[src/rtl/headerdec_pkg.sv]
// Shared constants, state encoding and whitening step for the baseband
// header decoder (and its transmit-side counterpart).
package headerdec_pkg;

   localparam int HDR_BITS   = 18;
   localparam int FEC_REP    = 3;
   localparam int FIELD_BITS = 10;

   localparam int LT_ADDR_OFS = 0;
   localparam int TYPE_OFS    = 3;
   localparam int FLOW_OFS    = 7;
   localparam int ARQN_OFS    = 8;
   localparam int SEQN_OFS    = 9;
   localparam int HEC_OFS     = 10;

   // Galois feedback for D^7+D^4+1: w[6] folds into bit 4 on rotation.
   localparam logic [6:0] WHITEN_TAP = 7'h10;
   // D^8+D^7+D^5+D^2+D+1 with the D^8 term implicit.
   localparam logic [7:0] HEC_POLY   = 8'hA7;

   localparam logic [3:0] TYPE_NULL = 4'b0000;
   localparam logic [3:0] TYPE_POLL = 4'b0001;
   localparam logic [3:0] TYPE_FHS  = 4'b0010;

   typedef enum logic [1:0] {
      ST_IDLE    = 2'd0,
      ST_COLLECT = 2'd1,
      ST_CHECK   = 2'd2,
      ST_DONE    = 2'd3
   } hdr_state_t;

   function automatic logic [6:0] whiten_step(input logic [6:0] w);
      return {w[5:0], w[6]} ^ (w[6] ? WHITEN_TAP : 7'h00);
   endfunction

endpackage

[src/rtl/hec_lfsr8.sv]
// Serial 8-bit HEC register: seed load, one-bit shift, zero flag.
// Shared with the transmit encoder, which sends the register MSB first.
module hec_lfsr8
   import headerdec_pkg::*;
(
   input  logic       clk_6M,
   input  logic       rst,
   input  logic       load,
   input  logic [7:0] seed,
   input  logic       shift,
   input  logic       din,
   output logic       zero
);

   logic [7:0] hec_q;

   // Seed on load, otherwise divide one more bit through the polynomial.
   always_ff @(posedge clk_6M) begin
      if (rst) begin
         hec_q <= 8'h00;
      end else if (load) begin
         hec_q <= seed;
      end else if (shift) begin
         hec_q <= {hec_q[6:0], 1'b0} ^ ({8{din ^ hec_q[7]}} & HEC_POLY);
      end
   end

   assign zero = (hec_q == 8'h00);

endmodule

[src/rtl/rx_header_decoder.sv]
// Receive header decoder: FEC1/3 majority vote, de-whitening, HEC check,
// field extraction and a single completion pulse.
//
// state      | meaning
// -----------+-------------------------------------------------------
// ST_IDLE    | waiting for header_st_p
// ST_COLLECT | sampling coded bits on p_1us, 54 in total
// ST_CHECK   | one cycle: latch fields, hec_good, lt_addressed, fec_corr
// ST_DONE    | one cycle: raise hdr_done_p on the way back to idle
module rx_header_decoder #(
   parameter int HDR_BITS = headerdec_pkg::HDR_BITS,
   parameter int FEC_REP  = headerdec_pkg::FEC_REP
) (
   input  logic       clk_6M,
   input  logic       rst,
   input  logic       p_1us,
   input  logic       header_st_p,
   input  logic       rx_abort,
   input  logic       rxbit,
   input  logic       whiten_en,
   input  logic [6:0] whiten_init,
   input  logic [7:0] hec_init,
   input  logic [2:0] ms_lt_addr,
   input  logic       ms_tslot_p,
   output logic       busy,
   output logic       hdr_done_p,
   output logic       hec_good,
   output logic       lt_addressed,
   output logic [2:0] lt_addr,
   output logic [3:0] pk_type,
   output logic       flow,
   output logic       arqn,
   output logic       seqn,
   output logic [4:0] fec_corr
);

   import headerdec_pkg::*;

   localparam logic [1:0] LAST_TRIP = 2'(FEC_REP - 1);
   localparam logic [4:0] LAST_BIT  = 5'(HDR_BITS - 1);
   localparam logic [4:0] FIELD_CNT = 5'(FIELD_BITS);

   hdr_state_t       state;
   logic [1:0]       trip_cnt;
   logic [1:0]       ones;
   logic [4:0]       bit_cnt;
   logic [4:0]       fec_work;
   logic [6:0]       w;
   logic             wen_q;
   logic [9:0]       fld_work;

   logic [1:0]       ones_sum;
   logic             last_trip;
   logic             d_bit;
   logic             b_bit;
   logic             corr;
   logic             hec_shift;
   logic             hec_zero;

   assign ones_sum  = ones + {1'b0, rxbit};
   assign last_trip = (trip_cnt == LAST_TRIP);
   assign d_bit     = ones_sum[1];
   assign corr      = (ones_sum == 2'd1) || (ones_sum == 2'd2);
   assign b_bit     = d_bit ^ (wen_q & w[6]);
   assign hec_shift = (state == ST_COLLECT) && p_1us && last_trip
                      && !header_st_p && !rx_abort;
   assign busy      = (state == ST_COLLECT) || (state == ST_CHECK);

   hec_lfsr8 u_hec (
      .clk_6M (clk_6M),
      .rst    (rst),
      .load   (header_st_p),
      .seed   (hec_init),
      .shift  (hec_shift),
      .din    (b_bit),
      .zero   (hec_zero)
   );

   // Header FSM: vote/de-whiten per triple, then latch results and pulse.
   always_ff @(posedge clk_6M) begin
      if (rst) begin
         state        <= ST_IDLE;
         trip_cnt     <= 2'd0;
         ones         <= 2'd0;
         bit_cnt      <= 5'd0;
         fec_work     <= 5'd0;
         w            <= 7'h00;
         wen_q        <= 1'b0;
         fld_work     <= 10'h000;
         hdr_done_p   <= 1'b0;
         hec_good     <= 1'b0;
         lt_addressed <= 1'b0;
         lt_addr      <= 3'd0;
         pk_type      <= 4'd0;
         flow         <= 1'b0;
         arqn         <= 1'b0;
         seqn         <= 1'b0;
         fec_corr     <= 5'd0;
      end else begin
         hdr_done_p <= 1'b0;
         // A CHECK update later in this block overrides the slot clear.
         if (ms_tslot_p) lt_addressed <= 1'b0;

         if (header_st_p) begin
            state    <= ST_COLLECT;
            trip_cnt <= 2'd0;
            ones     <= 2'd0;
            bit_cnt  <= 5'd0;
            fec_work <= 5'd0;
            fld_work <= 10'h000;
            w        <= whiten_init;
            wen_q    <= whiten_en;
         end else if (rx_abort) begin
            state <= ST_IDLE;
         end else begin
            case (state)
               ST_IDLE: ;
               ST_COLLECT: begin
                  if (p_1us) begin
                     if (last_trip) begin
                        trip_cnt <= 2'd0;
                        ones     <= 2'd0;
                        if (corr) fec_work <= fec_work + 5'd1;
                        w <= whiten_step(w);
                        // Fields arrive LSB first; shift right so bit 0 lands last.
                        if (bit_cnt < FIELD_CNT) fld_work <= {b_bit, fld_work[9:1]};
                        bit_cnt <= bit_cnt + 5'd1;
                        if (bit_cnt == LAST_BIT) state <= ST_CHECK;
                     end else begin
                        trip_cnt <= trip_cnt + 2'd1;
                        ones     <= ones_sum;
                     end
                  end
               end
               ST_CHECK: begin
                  hec_good     <= hec_zero;
                  lt_addressed <= hec_zero && (fld_work[LT_ADDR_OFS +: 3] == ms_lt_addr);
                  lt_addr      <= fld_work[LT_ADDR_OFS +: 3];
                  pk_type      <= fld_work[TYPE_OFS +: 4];
                  flow         <= fld_work[FLOW_OFS];
                  arqn         <= fld_work[ARQN_OFS];
                  seqn         <= fld_work[SEQN_OFS];
                  fec_corr     <= fec_work;
                  state        <= ST_DONE;
               end
               ST_DONE: begin
                  hdr_done_p <= 1'b1;
                  state      <= ST_IDLE;
               end
               default: state <= ST_IDLE;
            endcase
         end
      end
   end

endmodule

[config.mk]
export PLATFORM = sky130hd
export DESIGN_NAME = rx_header_decoder
export DESIGN_NICKNAME = d
export VERILOG_FILES = /design/src/rtl/headerdec_pkg.sv /design/src/rtl/hec_lfsr8.sv /design/src/rtl/rx_header_decoder.sv
export SDC_FILE = /design/constraint.sdc
export NUM_CORES = 1
export LEC_CHECK = 0
export ABC_CLOCK_PERIOD_IN_PS = 1900
export CORE_MARGIN = 4
export CORE_UTILIZATION = 48
export DETAILED_ROUTE_END_ITERATION = 16
export GPL_TIMING_DRIVEN = 0
export PLACE_DENSITY = 0.78
export REMOVE_ABC_BUFFERS = 1
export SLEW_MARGIN = 15
export SYNTH_ARGS = -nofsm -noshare
export SYNTH_HDL_FRONTEND = slang
export SYNTH_SLANG_ARGS = --single-unit
[constraint.sdc]
create_clock -name clk_6M -period 1.9 [get_ports clk_6M]
set_clock_uncertainty 0.05 [all_clocks]
set_input_delay 0.475 -clock clk_6M [delete_from_list [all_inputs] [get_ports clk_6M]]
set_output_delay 0.475 -clock clk_6M [all_outputs]
set_load 0.005 [all_outputs]
==> impl_metrics.ini, run 1 <==
; implementation run metrics
[final_timing]
period_needed_ps = 1790
relSlewSlack_pct = 57.7
fin_setup_tns_ps = 0
tightest_slew_ps = 634
holdWs_ps = 403
maxSlewViolCount = 0
timing.final.ws_setup_ps = 106

[final_layout]
clkCellAreaFrac_pct = 6.65
inverters = 7
logic_area_sq_mm = 0.00155
instances_no_fill = 440
signal_buffers = 52
design.seq.count = 60
largestRegisters = fld_work x10, u_hec.hec_q x8, w x7
fin_nets = 398
seq_share_pct = 33.4
num_antenna_cells = 0
final_area_sq_mm = 0.00361
sh_comb_area_pct = 43.0
layout_top_cells = 58 x dfxtp_1, 57 x nand2_1, 39 x clkdlybuf4s50_1
non_clock_buffer_area_share_pct = 13.6
logic_gate_count = 233
largest_reg_flops = 10
area_growth_pct = 29.8
lay_top_count = dfxtp_1
clkbuf_count = 10
regArea_sq_mm = 0.00121
largestClassByArea = combinational gates

[pwr]
power_clock_uw = 1390
p_per_area_mw_per_mm2 = 808
total_power_uw = 2920
p_clk_share_pct = 47.8
top_power_group = clock
p_int_uw = 2270
ir_drop_v = 0.000540
p_seq_share_pct = 44.7
comb-power_uw = 219
swShare_pct = 22.3
power.leakage_uw = 0.00136
p_comb_share_pct = 7.5

[clock_network]
cts_resized = 25
ctsHtreeMaxLevel = 3
root_buffer = clkbuf_8
clk_latency_ps = 340
post_cts_buffers = 8
postCtsHoldBufs = 0
clk_pin_slew_ps = 70
numCtsBuffers = 9
clock-sinks = 60
clockBufferDepth = 2

[synth]
yosys-top-cells-area = dfxtp_1 43%, nand2_1 8.0%, nor2_1 5.0%
netlist_instances = 318
yosysWarningCount = 0
synth-simple-area-share_pct = 25.8
synth.cell_area_sq_mm = 0.00278
xor_share_pct = 6.34
top_cell = dfxtp_1
edf_count = 0
mux_area_share_pct = 4.32
ys_sh_aoi_pct = 12.1
top_cell_area_share_pct = 43.2
synth.cells.most_frequent = 60 x dfxtp_1, 59 x nand2_1, 37 x nor2_1
synth-seq-cells = 60
ys_chip_area_sq_mm = 0.00278
ys_cells = 318
synth_seq_share_pct = 43.2
synth_cell_types = 47
ff_type = dfxtp_1
async_flop_share_pct = 0

[global_route]
grt_max_degree = 36
grt_pass1_vias = 2195
grt_antenna_before_repair = 0
grtUsageTotal_pct = 17.8
grt_overflow_total = 0

[critical_path]
r2r_setup_slack_ps = 150
reg2reg_to = u_hec.hec_q[5]
critPathTopFamily = buffers and inverters
regToRegStartpoint = trip_cnt[1]
endpoint = busy
reg2regPathDepth = 4
worst-path-stages = 3
slowest_stage = dfxtp_4
worstSetupStartpointType = register
critical_path.max_fanout = 3
cp.required_ps = 1370
end_kind = output pin
cp-startpoint = state[0]
crit_buf_inv = 2
max_stage_delay_ps = 340
path_class = reg2out
crit_chain = inv_1 > ha_4 > dlygate4sd2_1

[die]
tap_cells = 72
die_h_um = 84.1
fp_util_pct = 49.9
coreArea_sq_mm = 0.00557
die_w_um = 84.1

[route]
dr.pass1.iters = 4
drc = 0
drtIter0Drc = 110
wl_met2_um = 2830
drt_wl_total_um = 6060
wl_met3_um = 301
vias = 2340
drtAntennaViolNets = 0
wl_per_cell_um = 13.8
via_per_inst = 5.32
highest_layer = met4

[hold_path]
whs_path_depth = 2
hold_path_end = pk_type[2]
min_path_type = reg2reg
min_from = pk_type[2]

[status]
status = finished clean

[job]
warnings = 30

[placement]
gp_congestion = 0.767
dp_cells = 414
pre_cts_slack_ps = -1390
place_hpwl_um = 3780
Figure 1. Routing congestion map (run 1).
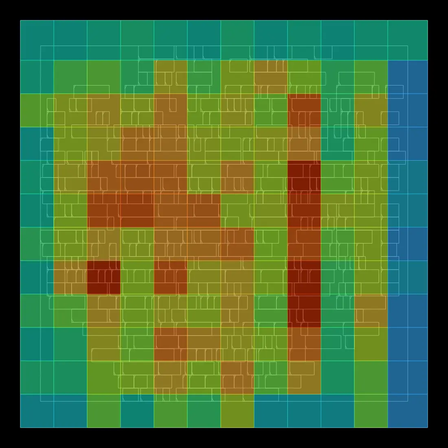
met2 Resource Use GR: 28.6%
gr busiest metal: met2
M1 GR Usage: 23.0%
met3 usage: 3.34%

Figure 2. Where the registers sit (run 1).
Other sequential cells in the stronger gray, the rest of the logic in the fainter gray.
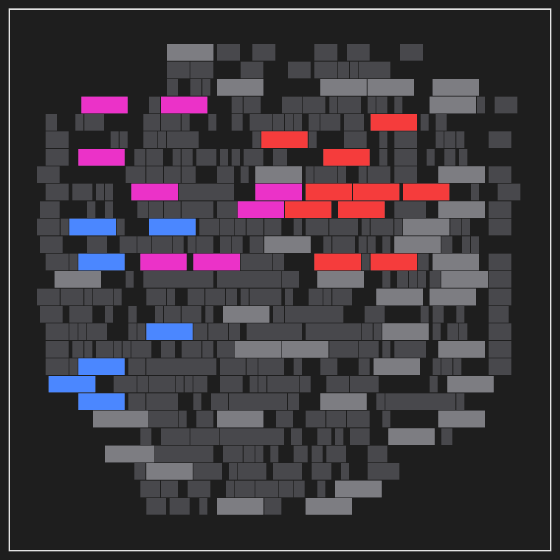
signal	color	flops
u_hec.hec_q	magenta	8
fld_work	red	10
w	blue	7
not colored	35

Figure 3. Cell density map (run 1).
8 x 8 tiles, from black (low) to pale yellow (high), 0 to 100% covered.
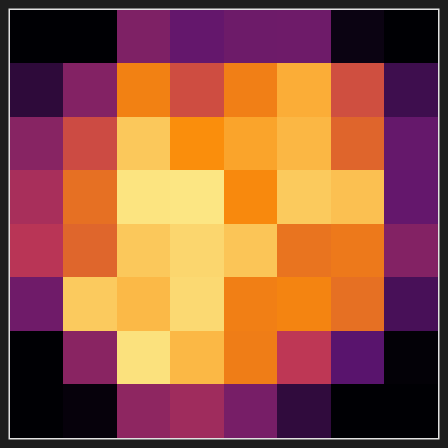
tiles over 75% full	27%
emptiest ninth of the die	lower right
densest ninth of the die	center
mean over tiles	50%
fullest tile	95%
nearly empty tiles	14%

Figure 4. Sizing map (run 1).
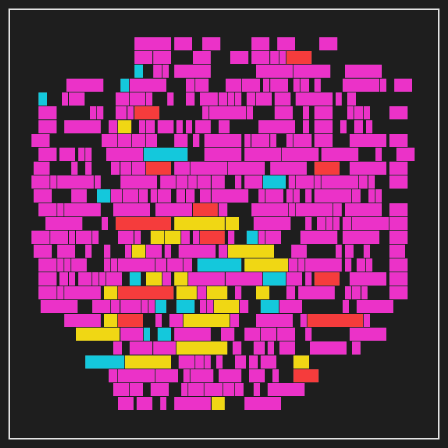

==> inputs of run 2 (changes only) <==
Settings changed: CORE_ASPECT_RATIO set to 1.1.
Figure 5. Sizing map (run 2).
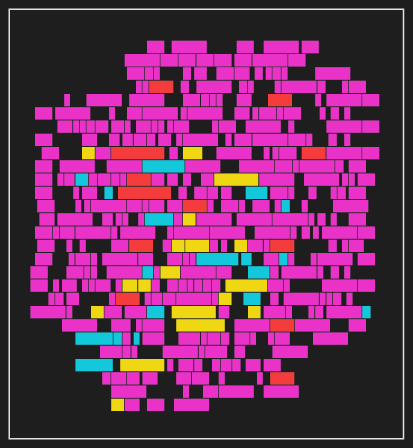
size	color	cells
x3 and x4	yellow	18
x6 and larger	red	12
x1 and smaller	magenta	320
x2	cyan	18

==> impl_metrics.ini, run 2 <==
; implementation run metrics
[clock_network]
clk_latency_ps = 330
clk_pin_slew_ps = 70
numCtsBuffers = 9
clockBufferDepth = 2
cts_resized = 23
tritoncts = built
root_buffer = clkbuf_8
postCtsHoldBufs = 0
ctsHtreeMaxLevel = 3
clock-sinks = 60
post_cts_buffers = 8

[final_layout]
layout_top_cells = 58 x nand2_1, 58 x dfxtp_1, 39 x clkdlybuf4s50_1
final_area_sq_mm = 0.00357
instances_no_fill = 443
largest_reg_flops = 10
logic_gate_count = 233
clkCellAreaFrac_pct = 6.06
top_register = fld_work
num_antenna_cells = 0
sh_comb_area_pct = 43.0
area_growth_pct = 28.4
logic_area_sq_mm = 0.00154
fin_nets = 398
non_clock_buffer_area_share_pct = 13.7
nFillCells = 458
largestRegisters = fld_work x10, u_hec.hec_q x8, w x7
layout-drive-gt1-share_pct = 13.0
design.seq.count = 60
largestClassByArea = combinational gates
signal_buffers = 52
inverters = 7
clkbuf_count = 11

[critical_path]
critPathTopFamily = buffers and inverters
worst-path-stages = 3
critical_path.max_fanout = 3
reg2reg_to = u_hec.hec_q[2]
crit_chain = inv_1 > ha_4 > dlygate4sd2_1
regToRegStartpoint = trip_cnt[1]
crit_buf_inv = 2
worstSetupStartpointType = register
r2r_setup_slack_ps = 190
end_kind = output pin
path_class = reg2out
slowest_stage = dfxtp_2
cp-startpoint = state[0]
reg2regPathDepth = 4
endpoint = busy
cp.required_ps = 1370
worst_ep_arrival_time_ps = 1250
max_stage_delay_ps = 320

[synth]
edf_count = 0
synth_cell_types = 47
netlist_instances = 318
mux_area_share_pct = 4.32
top_cell = dfxtp_1
yosys-top-cells-area = dfxtp_1 43%, nand2_1 8.0%, nor2_1 5.0%
yosysWarningCount = 0
ys_sh_adder_pct = 4.05
synth_seq_share_pct = 43.2
ys_chip_area_sq_mm = 0.00278
xor_share_pct = 6.34
top_logic_kind = simple AND/OR/NAND/NOR gates
ff_type = dfxtp_1
async_flop_share_pct = 0
ys_sh_aoi_pct = 12.1
ys_cells = 318
synth.cells.most_frequent = 60 x dfxtp_1, 59 x nand2_1, 37 x nor2_1
synth-simple-area-share_pct = 25.8
top_cell_area_share_pct = 43.2
avgSynthCellArea_sq_um = 8.75
synth-seq-cells = 60
synth.cell_area_sq_mm = 0.00278

[pwr]
p_clk_share_pct = 45.3
swShare_pct = 22.1
total_power_uw = 2770
top_power_group = sequential cells
power.leakage_uw = 0.00135
comb-power_uw = 213
ir_drop_v = 0.000444
p_comb_share_pct = 7.7
switchingPower_uw = 613
p_int_uw = 2160
power_clock_uw = 1260
p_seq_share_pct = 47.0
p_per_area_mw_per_mm2 = 776

[final_timing]
period_needed_ps = 1780
fin_setup_tns_ps = 0
holdWs_ps = 403
hold_viol_final = 0
fin_crit_sh_pct = 93.4
fmax_mhz = 563
timing.final.ws_setup_ps = 125
setup_viol = 0
maxSlewViolCount = 0
rsz0062_at_grt = no
relSlewSlack_pct = 57.9
tightest_slew_ps = 632

[global_route]
busiest_layer = met2
grtUsageTotal_pct = 18.5
use_met2_pct = 29.9
grt_overflow_total = 0
use_met1_pct = 23.9
grt_max_degree = 36
use_met3_pct = 4.01
grt_pass1_vias = 2197
grt_antenna_before_repair = 0
grt_pass1_wl_um = 10200

[route]
drtAntennaViolNets = 0
wl_met3_um = 343
dr.pass1.iters = 4
drt_wl_total_um = 5910
highest_layer = met4
vias = 2362
wl_met2_um = 2810
wl_per_cell_um = 13.3
drc = 0
drt-met1-wl_um = 2660
drtIter0Drc = 114
via_per_inst = 5.33

[die]
chipArea_sq_mm = 0.00708
coreArea_sq_mm = 0.00550
pin_count = 45
die_w_um = 80.6
die_h_um = 87.9
fp_util_pct = 50.6
fp-row-count = 28
tap_cells = 75

[hold_path]
hold_path_end = pk_type[0]
whs_path_depth = 2
min_from = pk_type[0]
min_path_type = reg2reg

[placement]
port_buffers = 44
place_area_sq_mm = 0.00322
pre_cts_slack_ps = -1370
gp_congestion = 0.754
dp_cells = 417
place_hpwl_um = 3750

[job]
warnings = 30
maxCapViolations = 0

[status]
status = finished clean
Figure 6. Where the registers sit (run 2).
Other sequential cells in the stronger gray, the rest of the logic in the fainter gray.
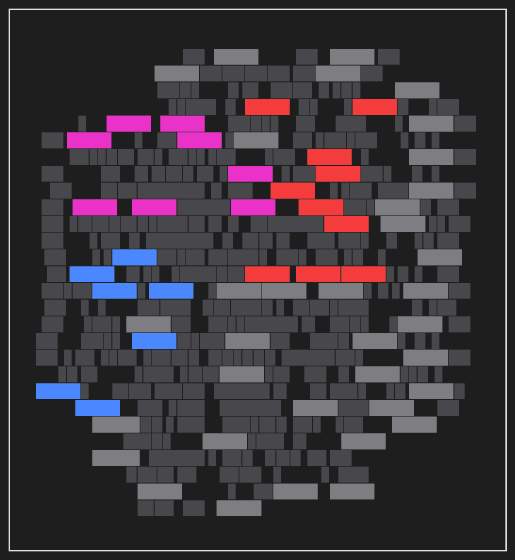
signal	color	flops
w	blue	7
fld_work	red	10
u_hec.hec_q	magenta	8
register share of the cell area: 33.7%
register area: 0.00120 sq mm
seq pwr: 1300 uW
fin util: 65.0%

Power is estimated from default activity; no workload was simulated.
